==> run_1/congestion.png <==
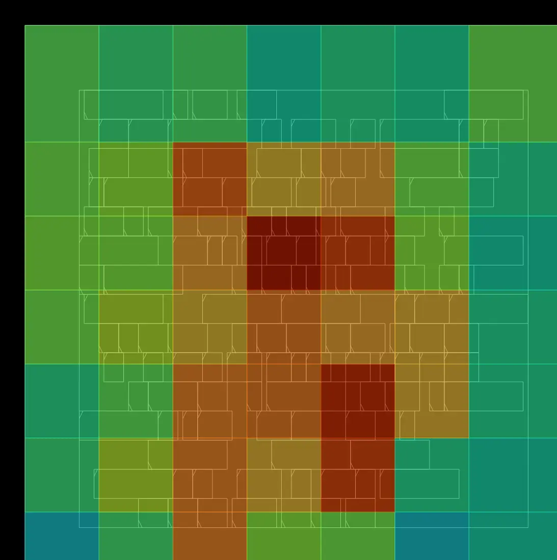
==> run_1/logic_types.png <==
Scale bar: 20 um.
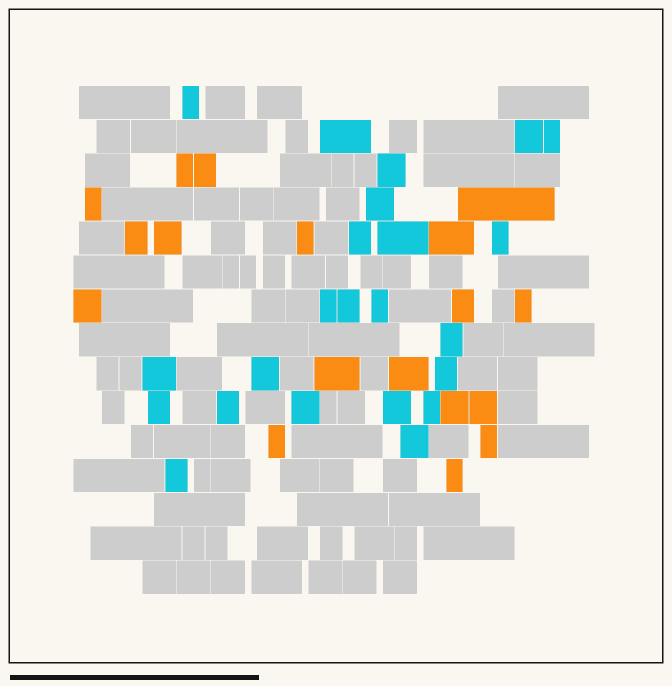
==> run_1/cell_density.png <==
10 x 10 tiles, from dark blue (low) to red (high), 0 to 100% covered.
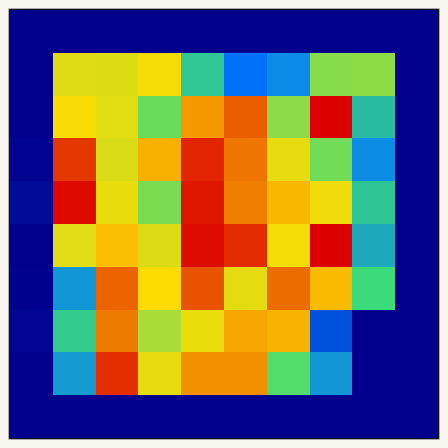
==> run_1/clk_routes.png <==
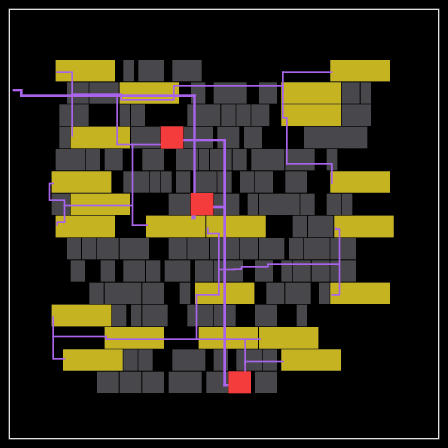
[src/rtl/key_pulse_gen_if.sv]
// key_pulse_gen_if -- groups the key input and the pulse/status outputs of
// key_pulse_gen into one bundle.
//   key_raw   : raw, asynchronous, bouncing pushbutton level
//   pulse     : one-cycle press strobe (feeds the state-stepper's data_in)
//   key_level : debounced key level
//   state     : debouncer FSM state, for debug/LEDs
// Modports: master = the side that drives the key and watches the outputs,
//           slave  = key_pulse_gen itself.
interface key_pulse_gen_if;
   logic       key_raw;
   logic       pulse;
   logic       key_level;
   logic [1:0] state;

   modport master (
      output key_raw,
      input  pulse,
      input  key_level,
      input  state
   );

   modport slave (
      input  key_raw,
      output pulse,
      output key_level,
      output state
   );
endinterface

[src/rtl/key_pulse_gen.sv]
// key_pulse_gen -- pushbutton debouncer that turns an accepted press into a
// single-cycle pulse.
//   clk        : system clock, all logic on its rising edge
//   reset      : synchronous, active-high reset
//   kif.key_raw   (in)  : raw bouncing key level, synchronized with 2 flops
//   kif.pulse     (out) : registered one-cycle strobe per accepted press
//   kif.key_level (out) : registered debounced level (HELD or DB_RELEASE)
//   kif.state     (out) : FSM state IDLE=00, DB_PRESS=01, HELD=10, DB_RELEASE=11
// Optional feature: define KEY_PULSE_AUTOREPEAT_EN to add auto-repeat pulses
// while the key stays HELD (REPEAT_DELAY after the press, then every
// REPEAT_PERIOD cycles). Without the macro the REPEAT_* parameters are only
// range-checked and no repeat logic exists.
module key_pulse_gen #(
   parameter int DEBOUNCE_CYCLES = 50000,
   parameter int CNT_W           = 16,
   parameter int REPEAT_DELAY    = 25000000,
   parameter int REPEAT_PERIOD   = 10000000
) (
   input  logic            clk,
   input  logic            reset,
   key_pulse_gen_if.slave  kif
);

   localparam logic [1:0] IDLE       = 2'b00;
   localparam logic [1:0] DB_PRESS   = 2'b01;
   localparam logic [1:0] HELD       = 2'b10;
   localparam logic [1:0] DB_RELEASE = 2'b11;

   // A debounce window of 0 cycles is treated as 1 cycle.
   localparam int               DB_LAST_I = (DEBOUNCE_CYCLES > 1) ? DEBOUNCE_CYCLES - 1 : 0;
   localparam logic [CNT_W-1:0] L_DB_LAST = CNT_W'(DB_LAST_I);

   // The terminal count must be representable so the counter never wraps.
   if ($clog2(DB_LAST_I + 1) > CNT_W) begin : g_bad_cnt_w
      $error("key_pulse_gen: CNT_W too narrow for DEBOUNCE_CYCLES");
   end
   if ((REPEAT_DELAY < 0) || (REPEAT_PERIOD < 0)) begin : g_bad_repeat
      $error("key_pulse_gen: REPEAT_DELAY/REPEAT_PERIOD must be non-negative");
   end

   logic             r_sync1;
   logic             r_key_s;
   logic [1:0]       r_state;
   logic [CNT_W-1:0] r_cnt;
   logic             r_pulse;
   logic             r_key_level;

   logic [1:0]       w_state_nx;
   logic [CNT_W-1:0] w_cnt_nx;
   logic             w_press_fire;
   logic             w_pulse_nx;

   always_comb begin
      w_state_nx   = r_state;
      w_cnt_nx     = r_cnt;
      w_press_fire = 1'b0;
      case (r_state)
         IDLE: begin
            if (r_key_s) begin
               w_state_nx = DB_PRESS;
               w_cnt_nx   = '0;
            end
         end
         DB_PRESS: begin
            if (!r_key_s) begin
               w_state_nx = IDLE;
            end else if (r_cnt == L_DB_LAST) begin
               w_state_nx   = HELD;
               w_press_fire = 1'b1;
            end else begin
               w_cnt_nx = r_cnt + CNT_W'(1);
            end
         end
         HELD: begin
            if (!r_key_s) begin
               w_state_nx = DB_RELEASE;
               w_cnt_nx   = '0;
            end
         end
         DB_RELEASE: begin
            if (r_key_s) begin
               w_state_nx = HELD;
            end else if (r_cnt == L_DB_LAST) begin
               w_state_nx = IDLE;
            end else begin
               w_cnt_nx = r_cnt + CNT_W'(1);
            end
         end
         default: begin
            w_state_nx = IDLE;
         end
      endcase
   end

`ifdef KEY_PULSE_AUTOREPEAT_EN
   localparam int RD_LAST_I = (REPEAT_DELAY  > 1) ? REPEAT_DELAY  - 1 : 0;
   localparam int RP_LAST_I = (REPEAT_PERIOD > 1) ? REPEAT_PERIOD - 1 : 0;
   localparam int RMAX_I    = (RD_LAST_I > RP_LAST_I) ? RD_LAST_I : RP_LAST_I;
   // Widened beyond CNT_W when the repeat intervals need more bits.
   localparam int RCNT_W    = ($clog2(RMAX_I + 1) > CNT_W) ? $clog2(RMAX_I + 1) : CNT_W;
   localparam logic [RCNT_W-1:0] L_RD_LAST = RCNT_W'(RD_LAST_I);
   localparam logic [RCNT_W-1:0] L_RP_LAST = RCNT_W'(RP_LAST_I);

   logic [RCNT_W-1:0] r_rcnt;
   logic              r_rep_phase;   // 0: waiting for first repeat, 1: periodic
   logic [RCNT_W-1:0] w_rcnt_nx;
   logic              w_rep_phase_nx;
   logic              w_rep_fire;

   // Counts only while staying in HELD; DB_RELEASE leaves it frozen so a
   // release bounce resumes the same window.
   always_comb begin
      w_rcnt_nx      = r_rcnt;
      w_rep_phase_nx = r_rep_phase;
      w_rep_fire     = 1'b0;
      if ((r_state == DB_PRESS) && (w_state_nx == HELD)) begin
         w_rcnt_nx      = '0;
         w_rep_phase_nx = 1'b0;
      end else if ((r_state == HELD) && (w_state_nx == HELD)) begin
         if (r_rcnt == (r_rep_phase ? L_RP_LAST : L_RD_LAST)) begin
            w_rep_fire     = 1'b1;
            w_rcnt_nx      = '0;
            w_rep_phase_nx = 1'b1;
         end else begin
            w_rcnt_nx = r_rcnt + RCNT_W'(1);
         end
      end
   end

   always_ff @(posedge clk) begin
      if (reset) begin
         r_rcnt      <= '0;
         r_rep_phase <= 1'b0;
      end else begin
         r_rcnt      <= w_rcnt_nx;
         r_rep_phase <= w_rep_phase_nx;
      end
   end

   assign w_pulse_nx = w_press_fire | w_rep_fire;
`else
   assign w_pulse_nx = w_press_fire;
`endif

   always_ff @(posedge clk) begin
      if (reset) begin
         r_sync1     <= 1'b0;
         r_key_s     <= 1'b0;
         r_state     <= IDLE;
         r_cnt       <= '0;
         r_pulse     <= 1'b0;
         r_key_level <= 1'b0;
      end else begin
         r_sync1     <= kif.key_raw;
         r_key_s     <= r_sync1;
         r_state     <= w_state_nx;
         r_cnt       <= w_cnt_nx;
         r_pulse     <= w_pulse_nx;
         // HELD and DB_RELEASE both have state[1] set.
         r_key_level <= w_state_nx[1];
      end
   end

   assign kif.pulse     = r_pulse;
   assign kif.key_level = r_key_level;
   assign kif.state     = r_state;

endmodule

[src/flat_wrapper.sv]
// flat-port wrapper written by rule: the top's interface ports become plain ports
module key_pulse_gen_flat 
#(
   parameter int DEBOUNCE_CYCLES = 50000,
   parameter int CNT_W           = 16,
   parameter int REPEAT_DELAY    = 25000000,
   parameter int REPEAT_PERIOD   = 10000000
)
  (clk, reset, kif_key_raw, kif_pulse, kif_key_level, kif_state);
  key_pulse_gen_if kif_i ();
  input  logic clk;
  input  logic reset;
  input wire logic [$bits(kif_i.key_raw)-1:0] kif_key_raw;
  output wire logic [$bits(kif_i.pulse)-1:0] kif_pulse;
  output wire logic [$bits(kif_i.key_level)-1:0] kif_key_level;
  output wire logic [$bits(kif_i.state)-1:0] kif_state;
  assign kif_i.key_raw = kif_key_raw;
  assign kif_pulse = kif_i.pulse;
  assign kif_key_level = kif_i.key_level;
  assign kif_state = kif_i.state;
  key_pulse_gen #(.DEBOUNCE_CYCLES(DEBOUNCE_CYCLES), .CNT_W(CNT_W), .REPEAT_DELAY(REPEAT_DELAY), .REPEAT_PERIOD(REPEAT_PERIOD)) u_core (.clk(clk), .reset(reset), .kif(kif_i));
endmodule
[config.mk]
export PLATFORM = sky130hd
export DESIGN_NAME = key_pulse_gen_flat
export DESIGN_NICKNAME = d
export VERILOG_FILES = /design/src/rtl/key_pulse_gen_if.sv /design/src/rtl/key_pulse_gen.sv /design/src/flat_wrapper.sv
export SDC_FILE = /design/constraint.sdc
export NUM_CORES = 1
export LEC_CHECK = 0
export CORE_MARGIN = 5
export CORE_UTILIZATION = 61
export CTS_CLUSTER_DIAMETER = 100
export DETAILED_ROUTE_END_ITERATION = 6
export GPL_TIMING_DRIVEN = 0
export PLACE_DENSITY = 0.82
export SLEW_MARGIN = 20
export SYNTH_ARGS = -nofsm -noshare
export SYNTH_HDL_FRONTEND = slang
export SYNTH_SLANG_ARGS = --single-unit
[constraint.sdc]
create_clock -name clk -period 3.1 [get_ports clk]
set_clock_uncertainty 0.05 [all_clocks]
set_input_delay 0.62 -clock clk [delete_from_list [all_inputs] [get_ports clk]]
set_output_delay 0.62 -clock clk [all_outputs]
set_load 0.02 [all_outputs]
==> Table 3: Implementation characteristics, run 1 <==
Summary of implementation characteristics

Parameter                              Value

Synthesis
  Number of warnings reported in the yosys synthesis log    0
  Mux contribution to synthesized area    under 10%
  Yosys top cell by instances    sky130_fd_sc_hd__dfxtp_1
  Cell type with the largest total area    sky130_fd_sc_hd__dfxtp_1
  FFs w/ async S/R, synth    0%
  Dominant register cell in the synthesized netlist    sky130_fd_sc_hd__dfxtp_1

Worst setup path
  End point of the critical path    kif_state[1]
  Critical register-to-register path endpoint    u_core.r_cnt[14]
  Slowest Stage Delay on Critical Path    slightly below 0.6 ns
  Reg2Reg Launch Point    u_core.r_cnt[0]

Place
  Port-buffer cells    6
  RePlAce Congestion    0.8699

Layout
  Proportion of cell area occupied by multi-input gates    between 50% and 60%
  Number of fill cells    around 130
  Max FFs per register    16
  Multi-input logic cell count    approximately 90

Route
  Detailed-route vias per instance    about 6.4
  Routed length on met2    ~1100 um

Clock network
  Post-CTS setup repair buffer count    0
  Post-cts hold-fix buffer tally    0
  Late-Pin Clk Latency    0.31 ns

Power
  PwrDens    ~360 mW/mm^2
  Fraction of power consumed by the clock network    31.8%
  Worst ir drop on vdd    0.0002305 V
  Overall power after layout    roughly 0.00043 W

STA
  Final Hold Viols    0
  PnR worst setup slack    about 0.90 ns
  Highest attainable clock frequency    0.4552 GHz
  Min cycle time layout    2.197 ns

Global routing
  GRT overflow    0
  Number of global-route vias before repair    962

Run status
  Run status    finished clean
## Picture notes: congestion.png
global-route usage over all layers: 21.32%
most utilized layer in the global route result: met2
utilization after layout: 70.77%
wire length per cell after detailed routing: 15.48 um
global routing usage on met1: 27.10%

## Picture notes: logic_types.png
| color | family | cells |
|---|---|---|
| orange | nor cells | 18 |
| cyan | nand cells | 23 |

## Picture notes: cell_density.png
densest ninth of the die: center
nearly empty tiles: 37%
tiles over 75% full: 25%
fullest tile: 100%
mean over tiles: 43%
emptiest ninth of the die: lower right

## Picture notes: clk_routes.png
[purple] clock wires | length: 271 um
[yellow] flip-flops | count: 21
[red] clock drivers | count: 3
routed clock nets: 4

==> run_1/wires.png <==
Scale bar: 20 um.
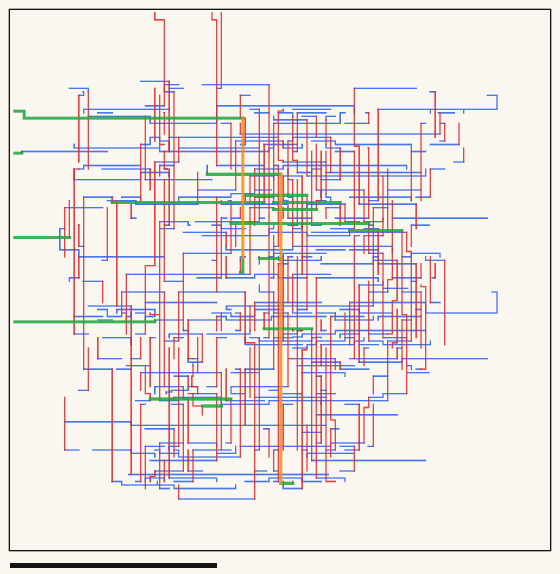

==> inputs of run 2 (changes only) <==
--- a/config.mk
+++ b/config.mk
@@ -6,11 +6,11 @@
 export NUM_CORES = 1
 export LEC_CHECK = 0
 export CORE_MARGIN = 5
-export CORE_UTILIZATION = 61
+export CORE_UTILIZATION = 56
 export CTS_CLUSTER_DIAMETER = 100
 export DETAILED_ROUTE_END_ITERATION = 6
 export GPL_TIMING_DRIVEN = 0
-export PLACE_DENSITY = 0.82
+export PLACE_DENSITY = 0.76
 export SLEW_MARGIN = 20
 export SYNTH_ARGS = -nofsm -noshare
 export SYNTH_HDL_FRONTEND = slang
==> constraint.sdc (replaced) <==
create_clock -name clk -period 2.15 [get_ports clk]
set_clock_uncertainty 0.05 [all_clocks]
set_input_delay 0.43 -clock clk [delete_from_list [all_inputs] [get_ports clk]]
set_output_delay 0.43 -clock clk [all_outputs]
set_load 0.02 [all_outputs]
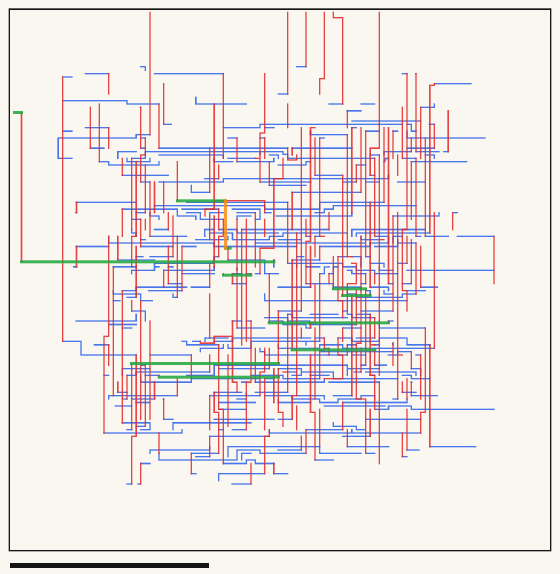
(run_2/wires.png)
Scale bar: 20 um.
| color | layer | wire length |
|---|---|---|
| blue | metal 1 | 1110 um |
| red | metal 2 | 1140 um |
| green | metal 3 | 86.7 um |
| orange | metal 4 | 4.80 um |

==> Table 3: Implementation characteristics, run 2 <==
Summary of implementation characteristics

Parameter                              Value

Global routing
  Number of global-route vias before repair    854 (-11%)
  Global-route usage over all layers    19.12% (-2.2 points)
  Most utilized layer in the global route result    met2
  Met2 usage in global routing    a little under 30%
  GRT overflow    0 (unchanged)
  Global routing usage on met1    25.17% (-1.9 points)

STA
  Final Hold Viols    0 (unchanged)
  Min cycle time layout    just under 2 ns
  PnR worst setup slack    0.1808 ns (-0.7221 ns)
  Highest attainable clock frequency    approximately 0.51 GHz

Run status
  Run status    finished clean

Worst setup path
  Slowest Stage Delay on Critical Path    0.59 ns (about the same)
  Maximum fanout along the worst path    6
  Reg2Reg Launch Point    u_core.r_cnt[0]
  Ordered list of cells on the worst path    buf_4 -> clkdlybuf4s50_1
  Critical register-to-register path endpoint    u_core.r_cnt[3]

Synthesis
  Cell type with the largest total area    sky130_fd_sc_hd__dfxtp_1
  FFs w/ async S/R, synth    0% (unchanged)
  Number of warnings reported in the yosys synthesis log    0 (unchanged)
  Synthesized area per cell    between 9 and 10 sq um
  Count of library flops with an enable pin    0
  Mux contribution to synthesized area    1.835% (unchanged)
  Dominant register cell in the synthesized netlist    sky130_fd_sc_hd__dfxtp_1

Layout
  Commonest cells after routing, fill and taps aside    sky130_fd_sc_hd__dfxtp_1 (21), sky130_fd_sc_hd__a21oi_1 (10), sky130_fd_sc_hd__or4_1 (7), sky130_fd_sc_hd__nor2_1 (7)
  Max FFs per register    16 (unchanged)
  Utilization after layout    64.01% (-6.8 points)
  Number of fill cells    169 (+28%)
  Proportion of cell area occupied by multi-input gates    50.46% (about the same)

Flow run
  Max cap viols    0

Place
  RePlAce Congestion    0.8735 (+0.41%)
  Port-buffer cells    6 (unchanged)

Route
  Detailed-route vias per instance    6.172 (-3.3%)
  Routed length on met2    1137 um (+1.7%)
  Wire length per cell after detailed routing    14.89 um (-3.9%)
  Post-detailed-route DRC marker count    0

Power
  Overall power after layout    0.0006183 W (+44%)
  PwrDens    507.9 mW/mm^2 (+43%)
  Fraction of power consumed by the clock network    31.6% (-0.2 points)
  Worst ir drop on vdd    0.0004777 V (+110%)
  Switching power summed over all nets    approximately 0.00015 W

Clock network
  Late-Pin Clk Latency    0.31 ns (about the same)
  TritonCTS clock tree    yes
  Post-cts sizing count    0
  Post-CTS setup repair buffer count    0 (unchanged)
==> inputs of run 3 (changes only) <==
--- a/config.mk
+++ b/config.mk
@@ -5,6 +5,7 @@
 export SDC_FILE = /design/constraint.sdc
 export NUM_CORES = 1
 export LEC_CHECK = 0
+export ABC_AREA = 0
 export CORE_MARGIN = 5
 export CORE_UTILIZATION = 56
 export CTS_CLUSTER_DIAMETER = 100
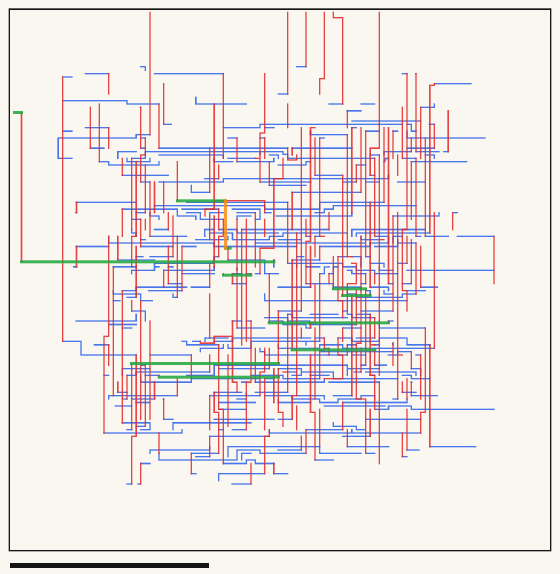
(run_3/wires.png)
Scale bar: 20 um.
| color | layer | wire length |
|---|---|---|
| orange | metal 4 | 4.80 um |
| red | metal 2 | 1140 um |
| green | metal 3 | 86.7 um |
| blue | metal 1 | 1110 um |

==> Table 3: Implementation characteristics, run 3 <==
Summary of implementation characteristics

Parameter                              Value

Synthesis
  Synthesized area per cell    9.092 sq um (unchanged)
  Count of library flops with an enable pin    0 (unchanged)
  Cell type with the largest total area    sky130_fd_sc_hd__dfxtp_1
  Dominant register cell in the synthesized netlist    sky130_fd_sc_hd__dfxtp_1
  Number of warnings reported in the yosys synthesis log    0 (unchanged)
  Mux contribution to synthesized area    1.835% (unchanged)
  FFs w/ async S/R, synth    0% (unchanged)

Route
  Routed length on met2    1137 um (unchanged)
  Wire length per cell after detailed routing    14.89 um (unchanged)
  Post-detailed-route DRC marker count    0 (unchanged)

Clock network
  Max H-tree Level    1
  TritonCTS clock tree    yes
  Late-Pin Clk Latency    0.31 ns (about the same)
  Post-cts sizing count    0 (unchanged)
  Post-CTS setup repair buffer count    0 (unchanged)
  Root buffer cell    sky130_fd_sc_hd__clkbuf_4

Global routing
  Global-route usage over all layers    19.12% (unchanged)
  Most utilized layer in the global route result    met2
  Number of global-route vias before repair    854 (unchanged)
  GRT overflow    0 (unchanged)
  Global routing usage on met1    25.17% (unchanged)

Worst setup path
  Ordered list of cells on the worst path    buf_4 -> clkdlybuf4s50_1
  Critical register-to-register path endpoint    u_core.r_cnt[3]
  Slowest Stage Delay on Critical Path    0.59 ns (about the same)
  Reg2Reg Launch Point    u_core.r_cnt[0]
  Maximum fanout along the worst path    6 (unchanged)

STA
  Min cycle time layout    1.969 ns (unchanged)
  Final Hold Viols    0 (unchanged)
  PnR worst setup slack    0.1808 ns (unchanged)
  Highest attainable clock frequency    0.5078 GHz (unchanged)

Flow run
  Max cap viols    0 (unchanged)

Run status
  Run status    finished clean

Layout
  Max FFs per register    16 (unchanged)
  Number of fill cells    169 (unchanged)
  Utilization after layout    64.01% (unchanged)
  Proportion of cell area occupied by multi-input gates    50.46% (unchanged)

Place
  RePlAce Congestion    0.8735 (unchanged)
  Port-buffer cells    6 (unchanged)

Power
  Worst ir drop on vdd    0.0004777 V (unchanged)
  Switching power summed over all nets    0.0001453 W (unchanged)
  PwrDens    507.9 mW/mm^2 (unchanged)

Die
  Fp util    a little under three fifths
Power and IR drop assume default switching activity.
